<file path="config.mk">
export PLATFORM = sky130hd
export DESIGN_NAME = ds_stream_feeder
export DESIGN_NICKNAME = d
export VERILOG_FILES = /design/src/rtl/ds_stream_feeder.sv
export SDC_FILE = /design/constraint.sdc
export NUM_CORES = 1
export LEC_CHECK = 0
export CAP_MARGIN = 20
export CORE_MARGIN = 5
export CORE_UTILIZATION = 36
export DETAILED_ROUTE_END_ITERATION = 10
export HOLD_SLACK_MARGIN = 0.06
export PLACE_DENSITY = 0.71
export SYNTH_ARGS = -nofsm -noshare
export SYNTH_HDL_FRONTEND = slang
export SYNTH_SLANG_ARGS = --single-unit
</file>
<file path="constraint.sdc">
create_clock -name i_sclk -period 7 [get_ports i_sclk]
set_input_delay 1.4 -clock i_sclk [delete_from_list [all_inputs] [get_ports i_sclk]]
set_output_delay 1.4 -clock i_sclk [all_outputs]
set_load 0.1 [all_outputs]
</file>
<file path="src/rtl/ds_stream_feeder.sv">
// Stride-subsampling feeder for the 1x1 downsample accumulator: reads the feature map and weight RAMs,
// emits per output row CHANNEL passes of weight burst, reuse pulse and SIZE pixels, behind a 2-stage pipe.
module ds_stream_feeder #(
  parameter int CHANNEL = 64,
  parameter int BATCH   = 2,
  parameter int WIDTH_D = 27,
  parameter int WIDTH_W = 20,
  parameter int SIZE    = 56,
  parameter int STRIDE  = 2,
  parameter int HS_GAP  = 2,
  parameter int ROW_GAP = 3700,
  parameter int FM_AW   = 20,
  parameter int WT_AW   = 11
) (
  input  logic                       i_sclk,
  input  logic                       i_rst,
  input  logic                       i_start,
  output logic                       o_busy,
  output logic                       o_done,
  output logic                       o_fm_rden,
  output logic [FM_AW-1:0]           o_fm_addr,
  input  logic [WIDTH_D-1:0]         i_fm_data,
  output logic                       o_wt_rden,
  output logic [WT_AW-1:0]           o_wt_addr,
  input  logic [WIDTH_W*BATCH-1:0]   i_wt_data,
  output logic                       o_vsync,
  output logic                       o_hsync,
  output logic                       o_reuse,
  output logic                       o_valid,
  output logic [WIDTH_D-1:0]         o_tdata,
  output logic                       o_weight_vld,
  output logic [WIDTH_W*BATCH-1:0]   o_weight
);

  localparam int IN   = SIZE * STRIDE;
  localparam int NW   = CHANNEL / BATCH;
  localparam int CI_W = (CHANNEL > 1) ? $clog2(CHANNEL) : 1;
  localparam int R_W  = (SIZE > 1) ? $clog2(SIZE) : 1;

  if (CHANNEL % BATCH != 0) begin : gBatchCheck
    $error("ds_stream_feeder: CHANNEL must be a multiple of BATCH");
  end
  if (CHANNEL * IN * IN > (1 << FM_AW)) begin : gFmAwCheck
    $error("ds_stream_feeder: FM_AW too narrow for the feature map");
  end
  if (CHANNEL * NW > (1 << WT_AW)) begin : gWtAwCheck
    $error("ds_stream_feeder: WT_AW too narrow for the weight table");
  end

  typedef enum logic [3:0] {
    IDLE, VS, VG, HS, HG, WT, RU, PX, RG, DN
  } state_t;

  state_t            state_q, state_d;
  logic [31:0]       cnt_q, cnt_d;
  logic [CI_W-1:0]   chan_q, chan_d;
  logic [R_W-1:0]    row_q, row_d;
  logic              busy_q;

  logic reqVs, reqHs, reqRu, reqDn, fmRden, wtRden, rowDone;

  logic vsP1_q, hsP1_q, ruP1_q, dnP1_q, fmVldP1_q, wtVldP1_q;
  logic vsync_q, hsync_q, reuse_q, done_q, valid_q, weightVld_q;
  logic [WIDTH_D-1:0]       tdata_q;
  logic [WIDTH_W*BATCH-1:0] weight_q;

  always_ff @(posedge i_sclk) begin
    if (i_rst) begin
      state_q <= IDLE;
      cnt_q   <= '0;
      chan_q  <= '0;
      row_q   <= '0;
      busy_q  <= 1'b0;
    end else begin
      state_q <= state_d;
      cnt_q   <= cnt_d;
      chan_q  <= chan_d;
      row_q   <= row_d;
      // busy stays up through the pipeline delay and drops exactly as o_done rises
      if (state_q == IDLE && i_start) busy_q <= 1'b1;
      else if (dnP1_q)                busy_q <= 1'b0;
    end
  end

  always_comb begin
    state_d = state_q;
    cnt_d   = cnt_q;
    chan_d  = chan_q;
    row_d   = row_q;
    reqVs   = 1'b0;
    reqHs   = 1'b0;
    reqRu   = 1'b0;
    reqDn   = 1'b0;
    fmRden  = 1'b0;
    wtRden  = 1'b0;
    rowDone = 1'b0;
    unique case (state_q)
      IDLE: if (i_start) state_d = VS;
      VS: begin
        reqVs   = 1'b1;
        state_d = VG;
      end
      VG: state_d = HS;
      HS: begin
        reqHs   = 1'b1;
        cnt_d   = '0;
        state_d = (HS_GAP > 0) ? HG : WT;
      end
      HG: begin
        if (cnt_q == 32'(HS_GAP - 1)) begin
          cnt_d   = '0;
          state_d = WT;
        end else cnt_d = cnt_q + 32'd1;
      end
      WT: begin
        wtRden = 1'b1;
        if (cnt_q == 32'(NW - 1)) begin
          cnt_d   = '0;
          state_d = RU;
        end else cnt_d = cnt_q + 32'd1;
      end
      RU: begin
        reqRu   = 1'b1;
        cnt_d   = '0;
        state_d = PX;
      end
      PX: begin
        fmRden = 1'b1;
        if (cnt_q == 32'(SIZE - 1)) begin
          cnt_d = '0;
          if (chan_q != CI_W'(CHANNEL - 1)) begin
            chan_d  = chan_q + CI_W'(1);
            state_d = WT;
          end else if (ROW_GAP > 0) state_d = RG;
          else                      rowDone = 1'b1;
        end else cnt_d = cnt_q + 32'd1;
      end
      RG: begin
        if (cnt_q == 32'(ROW_GAP - 1)) rowDone = 1'b1;
        else                           cnt_d = cnt_q + 32'd1;
      end
      DN: begin
        reqDn   = 1'b1;
        state_d = IDLE;
      end
      default: state_d = IDLE;
    endcase
    if (rowDone) begin
      cnt_d  = '0;
      chan_d = '0;
      if (row_q != R_W'(SIZE - 1)) begin
        row_d   = row_q + R_W'(1);
        state_d = HS;
      end else begin
        row_d   = '0;
        state_d = DN;
      end
    end
  end

  assign o_fm_rden = fmRden;
  assign o_wt_rden = wtRden;
  assign o_fm_addr = fmRden ? (FM_AW'(chan_q) * FM_AW'(IN * IN)
                              + FM_AW'(row_q) * FM_AW'(STRIDE * IN)
                              + FM_AW'(cnt_q) * FM_AW'(STRIDE)) : '0;
  assign o_wt_addr = wtRden ? (WT_AW'(chan_q) * WT_AW'(NW) + WT_AW'(cnt_q)) : '0;

  // Stage 1 delays sidebands to line up with RAM read data; stage 2 registers and zero-gates the outputs
  always_ff @(posedge i_sclk) begin
    if (i_rst) begin
      vsP1_q      <= 1'b0;
      hsP1_q      <= 1'b0;
      ruP1_q      <= 1'b0;
      dnP1_q      <= 1'b0;
      fmVldP1_q   <= 1'b0;
      wtVldP1_q   <= 1'b0;
      vsync_q     <= 1'b0;
      hsync_q     <= 1'b0;
      reuse_q     <= 1'b0;
      done_q      <= 1'b0;
      valid_q     <= 1'b0;
      weightVld_q <= 1'b0;
      tdata_q     <= '0;
      weight_q    <= '0;
    end else begin
      vsP1_q      <= reqVs;
      hsP1_q      <= reqHs;
      ruP1_q      <= reqRu;
      dnP1_q      <= reqDn;
      fmVldP1_q   <= fmRden;
      wtVldP1_q   <= wtRden;
      vsync_q     <= vsP1_q;
      hsync_q     <= hsP1_q;
      reuse_q     <= ruP1_q;
      done_q      <= dnP1_q;
      valid_q     <= fmVldP1_q;
      weightVld_q <= wtVldP1_q;
      tdata_q     <= fmVldP1_q ? i_fm_data : '0;
      weight_q    <= wtVldP1_q ? i_wt_data : '0;
    end
  end

  assign o_busy       = busy_q;
  assign o_done       = done_q;
  assign o_vsync      = vsync_q;
  assign o_hsync      = hsync_q;
  assign o_reuse      = reuse_q;
  assign o_valid      = valid_q;
  assign o_tdata      = tdata_q;
  assign o_weight_vld = weightVld_q;
  assign o_weight     = weight_q;

endmodule

</file>
==> changes_impl.md <==
## Implementation

- DIE HEIGHT: about 150 µm
- Sequential Area: 0.00256 mm²
- Initial core utilization: 0.367
- Antenna violations before repair: 0
- AND-OR/OR-AND Cells, Area Fraction: 0.139
- Post-DP HPWL: approximately 15,000 µm
- Async set or reset register ratio after synthesis: 0
- Pin count of the biggest net entering global routing: 42
- Buffers, non-clock: 182
- Seq. pwr: ~0.8 mW
- Combinational gate area: between 0.004 and 0.005 mm²
- Post-layout period usage: 0.936
- Hold Buf Count CTS: 0
- Number of instances in the synthesized netlist: roughly 800
- Yosys-reported design area after synthesis: just over 0.007 mm²
- Switching share of total power: 0.330
- Termination of the worst setup path: o_fm_addr[17]
- Congestion Overflow GR: 0
- Biggest area consumer among synthesized cells: dfxtp_1
- Area contributors post-synth: dfxtp_1 36%, ha_1 11%, and2_1 7.7%
- Outcome: finished clean
- Post-route minimum period: between 6000 and 7000 ps
- Count of clock-net buffers in the final layout: 17
- Total length of routed met3 wires: 2120 µm
- Final setup slack of the worst path: roughly 450 ps
- Top comb family, area: simple AND/OR/NAND/NOR gates
- Dominant cell area share: 0.356
- Die Outline Area: about 0.023 mm²
- CTS Buf Count: 17
- Fa+ha+maj area frac: 0.155
- Final TNS setup: 0 ps
- Static Leakage: just over 4 nW
- Port bufs: around 180
- Inverter tally of the final layout excluding the clock network: 41
[through the flow]
step	power, mW	instances
after floorplan	1.08	812
final	2.04	1256
after detailed placement	1.21	1225
after global routing	2.13	1256
after CTS	2.06	1256
after global placement	1.20	1224
[critical path: stages, from the launching register on]
cell and delay [ps]:
dfxtp_1 530, fa_1 490, ha_1 210, inv_1 70, fa_1 190, inv_1 50
a21o_1 150, a21oi_1 220, xnor2_1 160, fa_1 440, ha_1 260, a2111oi_1 590
o31ai_1 270, a2111oi_2 510, o311ai_0 240, o41ai_2 130, buf_12 230
[state kept, by name (all words and copies together), names as in the netlist, 4 cells and up]
register  cells
row_q         6
cnt_q        32
o_tdata      27
chan_q        6
state_q       4
o_weight     40
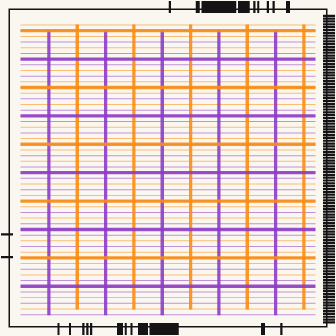
power_grid.png
Pins as bars on the die edge.
net	color
VSS	purple
VDD	orange
met4 straps	10
met1 rails	52
signal pins	177

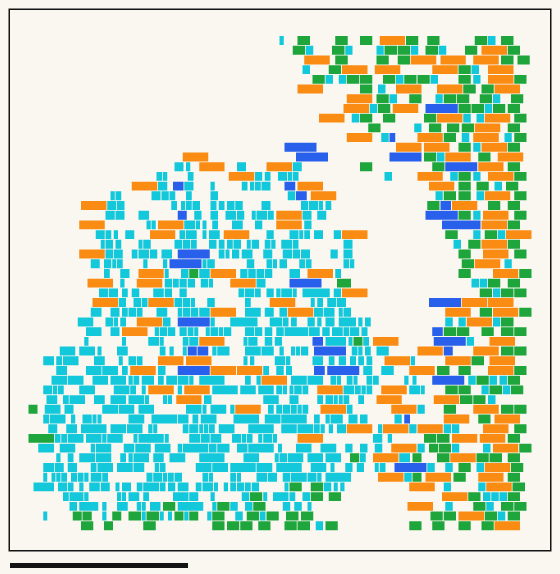
placement_by_type.png
Bar = 50 µm.
class	color	cells
sequential cells	orange	128
combinational and other logic	cyan	650
remaining buffers and delay cells	green	182
clock drivers and dummy loads	blue	31
core occupancy in the finished layout: 0.498
number of cell rows: 51

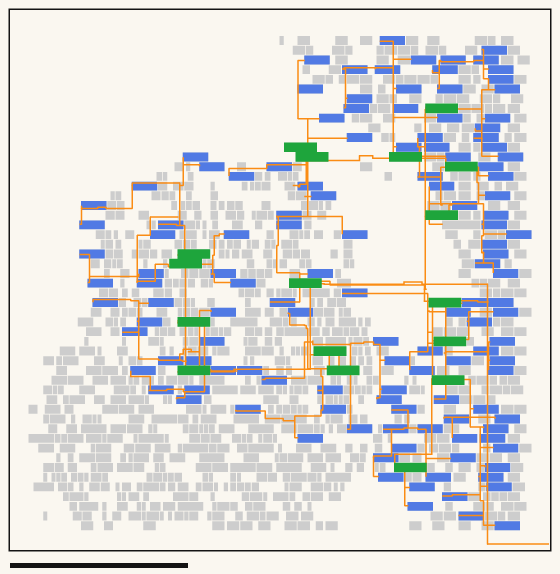
clk_routes.png
Bar = 50 µm.
[clock wires] orange | length: 1,770 µm
[flip-flops] blue | count: 128
[clock drivers] green | count: 17
flops lie	spread over the die
clock network power: 0.842 mW
Clock Latency Late Sink: 420 ps
clock network fraction of total power: 0.412
Clock Skew: 7.96 ps

Power is estimated from default activity; no workload was simulated.
